File: src/rtl/uc_pkg.sv
// uc_pkg: shared constants and FSM state type
// for the EV22 control-unit hazard controller.
package uc_pkg;

    localparam int REG_W = 6;
    localparam logic [REG_W-1:0] NOP_SEL = 6'd35;

    typedef enum logic {
        IDLE,
        ACCESS
    } mem_state_e;

endpackage

File: src/rtl/uc_scoreboard.sv
// uc_scoreboard: in-flight destination selects and
// read-after-write comparison against decode sources.
module uc_scoreboard #(
    parameter int DEPTH = 3,
    parameter int REG_W = uc_pkg::REG_W,
    parameter logic [REG_W-1:0] NOP_SEL = REG_W'(uc_pkg::NOP_SEL)
) (
    input  logic             clk,
    input  logic             rst_n,
    input  logic             hold,
    input  logic [REG_W-1:0] sel_c_i,
    input  logic [REG_W-1:0] sel_a_i,
    input  logic [REG_W-1:0] sel_b_i,
    input  logic             use_a_i,
    input  logic             use_b_i,
    output logic             raw_o
);
    import uc_pkg::*;

    logic [REG_W-1:0] pend_q [DEPTH];
    logic [REG_W-1:0] pend_d [DEPTH];
    logic             hit_a;
    logic             hit_b;

    // shift in the decoding destination, or a bubble when held
    always_comb begin
        pend_d[0] = hold ? NOP_SEL : sel_c_i;
        for (int i = 1; i < DEPTH; i++) begin
            pend_d[i] = pend_q[i-1];
        end
    end

    // scoreboard register, updated on the falling edge
    always_ff @(negedge clk or negedge rst_n) begin
        if (!rst_n) begin
            for (int i = 0; i < DEPTH; i++) begin
                pend_q[i] <= NOP_SEL;
            end
        end else begin
            for (int i = 0; i < DEPTH; i++) begin
                pend_q[i] <= pend_d[i];
            end
        end
    end

    // parallel compare; a NOP source never hazards
    always_comb begin
        hit_a = 1'b0;
        hit_b = 1'b0;
        for (int i = 0; i < DEPTH; i++) begin
            if (pend_q[i] == sel_a_i) hit_a = 1'b1;
            if (pend_q[i] == sel_b_i) hit_b = 1'b1;
        end
        raw_o = (use_a_i && (sel_a_i != NOP_SEL) && hit_a)
             || (use_b_i && (sel_b_i != NOP_SEL) && hit_b);
    end

endmodule

File: src/rtl/uc_hazard_ctrl.sv
// uc_hazard_ctrl: RAW stall and memory strobe sequencer.
// Optional STALL_CNT output under UC_STALL_COUNT_EN.
module uc_hazard_ctrl #(
    parameter int DEPTH = 3,
    parameter int REG_W = uc_pkg::REG_W,
    parameter logic [REG_W-1:0] NOP_SEL = REG_W'(uc_pkg::NOP_SEL),
    parameter int MEM_TIMEOUT = 15
) (
    input  logic             CK3,
    input  logic             RESET_N,
    input  logic [REG_W-1:0] SelA_in,
    input  logic [REG_W-1:0] SelB_in,
    input  logic             UseA,
    input  logic             UseB,
    input  logic [REG_W-1:0] SelC_in,
    input  logic             MR_IN,
    input  logic             MW_IN,
    input  logic             MEM_READY,
    output logic             HOLD,
    output logic             MR_OUT,
    output logic             MW_OUT,
    output logic             MEM_ERR
`ifdef UC_STALL_COUNT_EN
    ,
    output logic [7:0]       STALL_CNT
`endif
);
    import uc_pkg::*;

    localparam logic [7:0] TIMER_MAX = 8'(MEM_TIMEOUT - 1);

    mem_state_e state_q, state_d;
    logic [7:0] timer_q, timer_d;
    logic       mr_q, mr_d;
    logic       mw_q, mw_d;
    logic       err_q, err_d;
    logic       raw;

    uc_scoreboard #(
        .DEPTH   (DEPTH),
        .REG_W   (REG_W),
        .NOP_SEL (NOP_SEL)
    ) u_sb (
        .clk     (CK3),
        .rst_n   (RESET_N),
        .hold    (HOLD),
        .sel_c_i (SelC_in),
        .sel_a_i (SelA_in),
        .sel_b_i (SelB_in),
        .use_a_i (UseA),
        .use_b_i (UseB),
        .raw_o   (raw)
    );

    // stall on hazard or on an access still waiting for memory
    always_comb begin
        HOLD = RESET_N
            && (raw || ((state_q == ACCESS) && !MEM_READY));
    end

    // memory FSM next state, strobes, timeout timer
    always_comb begin
        state_d = state_q;
        timer_d = timer_q;
        mr_d    = mr_q;
        mw_d    = mw_q;
        err_d   = err_q;
        unique case (state_q)
            IDLE: begin
                if (!raw && (MR_IN || MW_IN)) begin
                    state_d = ACCESS;
                    mw_d    = MW_IN;
                    mr_d    = MR_IN && !MW_IN;
                    timer_d = '0;
                end
            end
            ACCESS: begin
                if (MEM_READY) begin
                    state_d = IDLE;
                    mr_d    = 1'b0;
                    mw_d    = 1'b0;
                end else if (timer_q == TIMER_MAX) begin
                    state_d = IDLE;
                    mr_d    = 1'b0;
                    mw_d    = 1'b0;
                    err_d   = 1'b1;
                end else begin
                    timer_d = timer_q + 8'd1;
                end
            end
            default: state_d = IDLE;
        endcase
    end

    // FSM registers on the falling edge, async clear
    always_ff @(negedge CK3 or negedge RESET_N) begin
        if (!RESET_N) begin
            state_q <= IDLE;
            timer_q <= '0;
            mr_q    <= 1'b0;
            mw_q    <= 1'b0;
            err_q   <= 1'b0;
        end else begin
            state_q <= state_d;
            timer_q <= timer_d;
            mr_q    <= mr_d;
            mw_q    <= mw_d;
            err_q   <= err_d;
        end
    end

    assign MR_OUT  = mr_q;
    assign MW_OUT  = mw_q;
    assign MEM_ERR = err_q;

`ifdef UC_STALL_COUNT_EN
    logic [7:0] cnt_q, cnt_d;

    // saturating count of held edges
    always_comb begin
        cnt_d = cnt_q;
        if (HOLD && (cnt_q != 8'hFF)) cnt_d = cnt_q + 8'd1;
    end

    // stall counter register
    always_ff @(negedge CK3 or negedge RESET_N) begin
        if (!RESET_N) cnt_q <= '0;
        else          cnt_q <= cnt_d;
    end

    assign STALL_CNT = cnt_q;
`endif

endmodule

File: config.mk
export PLATFORM = sky130hd
export DESIGN_NAME = uc_hazard_ctrl
export DESIGN_NICKNAME = d
export VERILOG_FILES = /design/src/rtl/uc_pkg.sv /design/src/rtl/uc_scoreboard.sv /design/src/rtl/uc_hazard_ctrl.sv
export SDC_FILE = /design/constraint.sdc
export NUM_CORES = 1
export LEC_CHECK = 0
export ABC_AREA = 1
export CAP_MARGIN = 10
export CELL_PAD_IN_SITES_DETAIL_PLACEMENT = 1
export CELL_PAD_IN_SITES_GLOBAL_PLACEMENT = 1
export CORE_ASPECT_RATIO = 0.8
export CORE_UTILIZATION = 37
export DETAILED_ROUTE_END_ITERATION = 7
export PLACE_DENSITY_LB_ADDON = 0.12
export REMOVE_ABC_BUFFERS = 1
export SLEW_MARGIN = 10
export SYNTH_ARGS = -nofsm -noshare
export SYNTH_HDL_FRONTEND = slang
export SYNTH_HIERARCHICAL = 1
export SYNTH_SLANG_ARGS = --single-unit
File: constraint.sdc
create_clock -name CK3 -period 2.4 [get_ports CK3]
set_input_delay 0.72 -clock CK3 [delete_from_list [all_inputs] [get_ports CK3]]
set_output_delay 0.72 -clock CK3 [all_outputs]
set_load 0.005 [all_outputs]
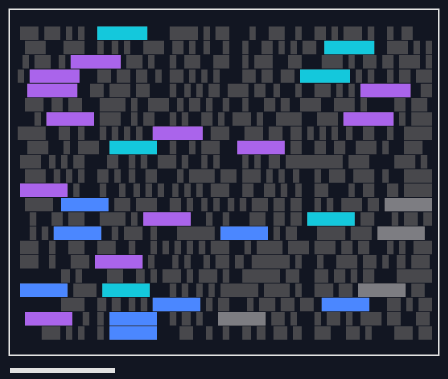
(run_1/registers.png)
The bar under the picture is 20 microns long.
- u_sb/pend_d: purple (placed flops 12)
- u_sb/pend_q: cyan (placed flops 6)
- timer_q: blue (placed flops 8)
- not colored: 4
Storage cell area: 762 sq um
Final Core Density: 0.662
Flop+latch power: 0.694 mW
sequential fraction of total cell area: 0.243

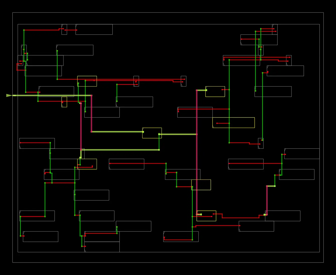
(run_1/final_clocks.png)
number of sequential cells: 30
clk latency late pin: 380 ps
total of clock buffers placed in the layout: 6
clock net sink count: 30
Worst Clk Skew: 86.1 ps

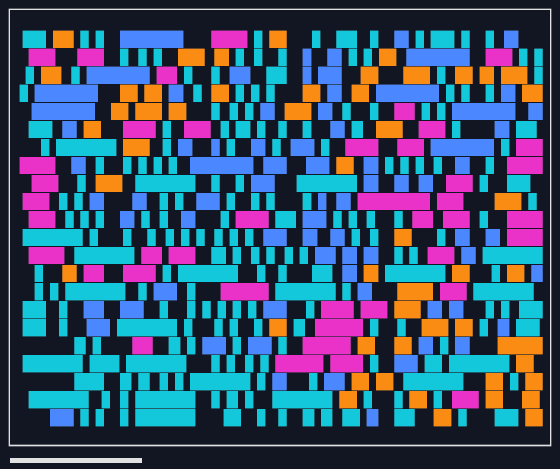
(run_1/drive_strength.png)
The bar under the picture is 20 microns long.
- drive 6 and up: magenta (cells 41; most used buf_6)
- drive 1 or less: cyan (cells 212; most used nand2_1)
- drive 3 to 4: orange (cells 51; most used buf_4)
- drive 2: blue (cells 75; most used nand2_2)
Buffers, non-clock: 72
area overhead of the layout relative to synthesis: 67.3%

[run 1: layout make-up]
class                   instances  area share
repair buffers                 72       0.225
flip-flops and latches         30       0.243
inverters                      43      0.0667
clock buffers                   6      0.0263
clock inverters                11      0.0216
multi-input cells             217       0.393
well taps                      60      0.0240
[run 1: synth_stat cells (all sizes together)]
cell | instances | area, sq um
nor3 | 1 | 5.00
xor2 | 3 | 26.3
or2 | 4 | 25.0
ha | 2 | 25.0
o21ai | 6 | 33.8
inv | 44 | 165
o21a | 1 | 7.51
nand4 | 2 | 12.5
dfrtn | 21 | 526
dfstp | 9 | 236
a21oi | 1 | 8.76
buf | 1 | 11.3
nor2 | 33 | 126
nand3b | 1 | 7.51
o21bai | 2 | 15.0
nand3 | 21 | 110
nand2 | 139 | 524
a21o | 1 | 7.51
[run 1: final timing paths]
path,start,to,slack (ps),cells past startpoint
min in group asynchronous,RESET_N,timer_q[4]$_DFFE_NN0P_,1970,2
max,u_sb/pend_d[0]$_DFF_NN1_,HOLD,-1510,9
min reg2reg,u_sb/pend_d[2]$_DFF_NN0_,u_sb/pend_q[2]$_DFF_NN0_,400,0
max reg2reg,u_sb/pend_d[0]$_DFF_NN1_,timer_q[3]$_DFFE_NN0P_,-430,19
max in group asynchronous,RESET_N,u_sb/pend_d[7]$_DFF_NN1_,50,2
min,u_sb/pend_d[2]$_DFF_NN0_,u_sb/pend_q[2]$_DFF_NN0_,400,0
[run 1: power by group]
part,total [mW],internal (mW),switching [mW]
sequential,0.694,0.601,0.0933
combinational,0.905,0.419,0.486
clock,0.637,0.355,0.282
total,2.24,1.38,0.861
[run 1: kinds of logic (layout without fill, tap and decap cells)]
kind of cell,Yosys count,in the layout,synth area share
DFF,30,30,0.407
and+or+nand+nor,201,201,0.433
adders and majority gates,2,2,0.0134
buffers and inverters,45,132,0.0942
AOI/OAI and AO/OA,11,11,0.0387
xor gates and xnor gates,3,3,0.0140
[run 1: critical path: cells and delay by family, from the launching register on]
kind,cells,cell delay [ps]
flops,1,570
simple gates,5,390
xor+xnor,1,170
compound gates,1,250
buf+inv,2,230
[run 1: stage by stage]
stage / hold slack (ps) / setup TNS, ps / cell area, sq um
finish: 402 / -22220 / 3130
global route: 412 / -23170 / 3130
CTS: 370 / -14730 / 2740
detailed placement: 377 / -38110 / 2440
global placement: 362 / -37350 / 2440
floorplan: 353 / -10860 / 1860
[run 1: sequential cells by signal, indices dropped and copies added (netlist names)]
register,flops
MW_OUT,1
MR_OUT,1
MEM_ERR,1
state_q,1
timer_q,8
u_sb/pend_q,6
u_sb/pend_d,12
[run 1: metal layers]
layer | up-vias | share of wire | track usage
li1 | 1052 | - | -
met1 | 1171 | 0.43 | 0.355
met2 | 98 | 0.48 | 0.465
met5 | - | 0 | 0
met3 | 45 | 0.046 | 0.0528
met4 | 0 | 0.047 | 0.0826
[run 1: timing repair]
item | 4_1_cts | 5_1_grt
hold buffers | 0 | 0
gates resized | 122 | 93
pin swaps | 13 | 31
setup endpoints to repair | 31 | 21
setup buffers | 9 | 9
==> flow report, run 1 <==
========================================================================
Result of the run ......................................... finished, violations left
Violations in the final reports ........................... setup timing
Final setup violation count ...............................           21
Kind of capture point of the worst setup path ............. primary output
Number of rows created at floorplan .......................           22
Cell Type Count ...........................................           24
Chip Area, Yosys .......................................... 0.00187 sq mm
Max transition margin .....................................        0.701
FP Util ...................................................        0.396
Number of warnings in the stage logs ......................           37
Drt via density ...........................................         5.39
GRT Resource Usage Total ..................................        0.276
Max_cap viols .............................................            0
Iteration tally of the first detailed-router pass .........            5
Leakage power summed over all cells .......................      1.68 nW
Highest-count logic cell in the final layout .............. sky130_fd_sc_hd__nand2_1
Actual transition at the worst max-transition pin .........       448 ps
Routed wire length per instance ........................... 20.9 microns
Number of cells produced by synthesis .....................          292
Number of vias after detailed routing .....................        2,366
Placed Instances ..........................................          405
Required time at the worst-slack endpoint .................      1680 ps
Nets ......................................................          405
Count of instantiated cells in the yosys netlist ..........          292
Post-synthesis average cell area ..........................   6.41 sq um
Num CTS Buffers ...........................................            5
Final weighted congestion in routability-driven placement .        0.809
Most common logic cells in the final layout ............... 106 x sky130_fd_sc_hd__nand2_1, 37 x sky130_fd_sc_hd__inv_1, 30 x sky130_fd_sc_hd__buf_4
Classification of the worst setup path ....................      reg2out
Flip-flop and latch count after synthesis .................           30
Root Buffer Master ........................................ sky130_fd_sc_hd__clkbuf_8
Post-route ant nets .......................................            0
Area of the core .......................................... 0.00473 sq mm
Power consumption .........................................      2.24 mW
Post-detailed-placement half-perimeter wirelength .........      4.65 mm
Buffers from clock root to sink, at most ..................            2
Post-layout instance count excluding filler cells .........          439
Die boundary width ........................................ 81.5 microns
Max-slew violations .......................................            0
Place WS ..................................................     -1610 ps
Iter 0 DRT Violations .....................................          138
CP max stage cell ......................................... sky130_fd_sc_hd__dfstp_2
Global route total overflow ...............................            0
Area of the mapped netlist ................................ 0.00187 sq mm
Maximum ir drop on the vdd rail ...........................   0.000444 V
Final Worst Setup Slack ...................................     -1510 ps
Area used by multi-input combinational logic .............. 0.00123 sq mm
Chip Footprint ............................................ 0.00535 sq mm
Register area share after synthesis .......................        0.407
Hold Violations, Final ....................................            0
========================================================================
==> run_1/port_nets.png <==
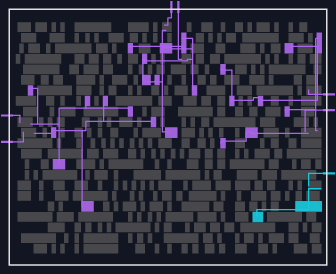

--- run 2 (diff from run 1) ---
--- a/config.mk
+++ b/config.mk
@@ -12,3 +12,4 @@
 export CORE_ASPECT_RATIO = 0.8
-export CORE_UTILIZATION = 37
+export CORE_UTILIZATION = 33
+export CTS_CLUSTER_DIAMETER = 40
 export DETAILED_ROUTE_END_ITERATION = 7
==> constraint.sdc (replaced) <==
create_clock -name CK3 -period 2.4 [get_ports CK3]
set_input_delay 0.48 -clock CK3 [delete_from_list [all_inputs] [get_ports CK3]]
set_output_delay 0.48 -clock CK3 [all_outputs]
set_load 0.005 [all_outputs]
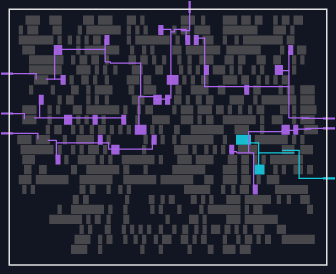
(run_2/port_nets.png)
- MR_IN: cyan (bits 1; direction input; edge east; end cells 2; buffers 1; wire 40.8 microns)
- SelA_in: purple (bits 6; direction input; edge 3 west, 2 east, 1 north; end cells 26; buffers 6; wire 316 microns)
Top-Level Pins: 29
IO buf count: 28

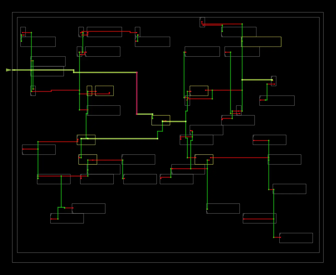
(run_2/final_clocks.png)
clock network power consumption: 0.601 mW
clk latency late pin: 350 ps
Worst Clk Skew: 66.4 ps
Num CTS Buffers: 5

==> run 2 against run 1 <==
Compared with the run above:
- clock-buffer cell count unchanged
- total power down 13%
- critical endpoint unchanged
- largest cell class unchanged
- clock skew down 20 ps
- synthesized cell count unchanged
- the run still ends with setup timing left
- clock power down 5.7%
- area after synthesis unchanged
- die size up 12%
- highest routed layer unchanged
==> flow report, run 2 <==
===================================================================
Result of the run .................................... finished, violations left
Violations in the final reports ...................... setup timing
Buffers from clock root to sink, at most .............            2   unchanged
Final non-filler cell area ........................... 0.00284 sq mm   -9.4%
Most common logic cells in the final layout .......... 122 x sky130_fd_sc_hd__nand2_1, 38 x sky130_fd_sc_hd__inv_1, 22 x sky130_fd_sc_hd__buf_6
Placement Cell Area .................................. 0.00242 sq mm   -0.62%
Actual transition at the worst max-transition pin ....       400 ps   -48.1 ps
Final setup violation count ..........................           21   unchanged
Number of vias after detailed routing ................        2,050   -13%
Maximum ir drop on the vdd rail ......................   0.000270 V   -39%
Max-slew violations ..................................            0   unchanged
Final Worst Setup Slack ..............................     -1130 ps   +377 ps
Top flip-flop cell by instance count after synthesis . sky130_fd_sc_hd__dfrtn_1
Area of the mapped netlist ........................... 0.00187 sq mm   unchanged
Chip Area, Yosys ..................................... 0.00187 sq mm   unchanged
Post-detailed-placement half-perimeter wirelength ....      4.40 mm   -5.4%
Required time at the worst-slack endpoint ............      1920 ps   +240 ps
Synth cell count leaders ............................. 138 x sky130_fd_sc_hd__nand2_1, 32 x sky130_fd_sc_hd__nor2_1, 30 x sky130_fd_sc_hd__inv_1, 21 x sky130_fd_sc_hd__dfrtn_1, 20 x sky130_fd_sc_hd__nand3_1
Post-synth ARST share ................................         1.00   unchanged
Number of rows created at floorplan ..................           24   +9.1%
Flip-flop and latch count after synthesis ............           30   unchanged
Post-synthesis average cell area .....................   6.41 sq um   unchanged
Area of the core ..................................... 0.00547 sq mm   +15%
Cell Type Count ......................................           24   unchanged
===================================================================
## run 2: cell types whose count changed in the layout (fill, tap and decap cells not counted), moves of 3 or more
| cell | change |
|---|---|
| sky130_fd_sc_hd__buf_8 | -6 |
| sky130_fd_sc_hd__inv_6 | -4 |
| sky130_fd_sc_hd__buf_4 | -11 |
| sky130_fd_sc_hd__nand3_1 | +11 |
| sky130_fd_sc_hd__dlygate4sd2_1 | -3 |
| sky130_fd_sc_hd__nand2_2 | -11 |
| sky130_fd_sc_hd__nand2_4 | -4 |
| sky130_fd_sc_hd__nor2_4 | -4 |
| sky130_fd_sc_hd__buf_6 | +5 |
| sky130_fd_sc_hd__inv_4 | +5 |
| sky130_fd_sc_hd__nand2_1 | +16 |
| sky130_fd_sc_hd__nand3_2 | -11 |
## run 2: timing repair
action / in CTS / in global routing
endpoints found under the setup margin: 21 / 21
resized: 81 / 81
gates cloned: 0 / 0
buffers inserted: 2 / 7
pin swaps: 15 / 12
## run 2: power by group
group | switching, mW | internal, mW
Clock | 0.247 | 0.354
Sequential | 0.0720 | 0.601
Combinational | 0.351 | 0.322
Total | 0.670 | 1.28
## run 2: cell type report
type	instances	share of cell area
clock inverters	11	0.0238
multi-input cells	217	0.375
inverters	43	0.0683
clock buffers	6	0.0291
well taps	78	0.0344
repair buffers	58	0.201
flip-flops and latches	30	0.268
## run 2: per-stage QoR
step | utilization | setup WS, ps | hold WS (ps) | total power, mW | TNS [ps]
after floorplan | - | -478 | 353 | 0.944 | -6540
after global placement | 0.443 | -1280 | 365 | 1.24 | -25060
after detailed placement | 0.443 | -1340 | 376 | 1.25 | -25010
after CTS | 0.468 | -1070 | 377 | 1.85 | -10060
after global routing | 0.519 | -1180 | 386 | 2.10 | -14490
final | 0.519 | -1130 | 378 | 1.95 | -13050
## run 2: layer usage
layer | share of wire | GRT usage | up-vias
li1 | - | - | 1023
met1 | 0.50 | 0.319 | 984
met2 | 0.46 | 0.325 | 39
met3 | 0.038 | 0.0405 | 4
met4 | 0.0061 | 0.0333 | 0
met5 | 0 | 0 | -
## run 2: kinds of logic after synthesis
logic type      Yosys count  share of synthesized area
simple gates            201                      0.433
flops                    30                      0.407
fa+ha+maj                 2                     0.0134
buf+inv                  45                     0.0942
compound gates           11                     0.0387
xor+xnor                  3                     0.0140
## run 2: path summary, 6_finish.rpt
check	start	endpoint	slack, ps	cells past startpoint
worst min register to register	u_sb/pend_d[8]$_DFF_NN0_	u_sb/pend_d[2]$_DFF_NN0_	380	0
worst min-delay path	u_sb/pend_d[8]$_DFF_NN0_	u_sb/pend_d[2]$_DFF_NN0_	380	0
worst max-delay path	u_sb/pend_d[11]$_DFF_NN1_	HOLD	-1130	10
worst max register to register	u_sb/pend_d[11]$_DFF_NN1_	u_sb/pend_d[11]$_DFF_NN1_	-250	18
max in group asynchronous	RESET_N	u_sb/pend_d[6]$_DFF_NN1_	220	2
min in group asynchronous	RESET_N	u_sb/pend_q[4]$_DFF_NN0_	1780	2
Power is estimated from default activity; no workload was simulated.
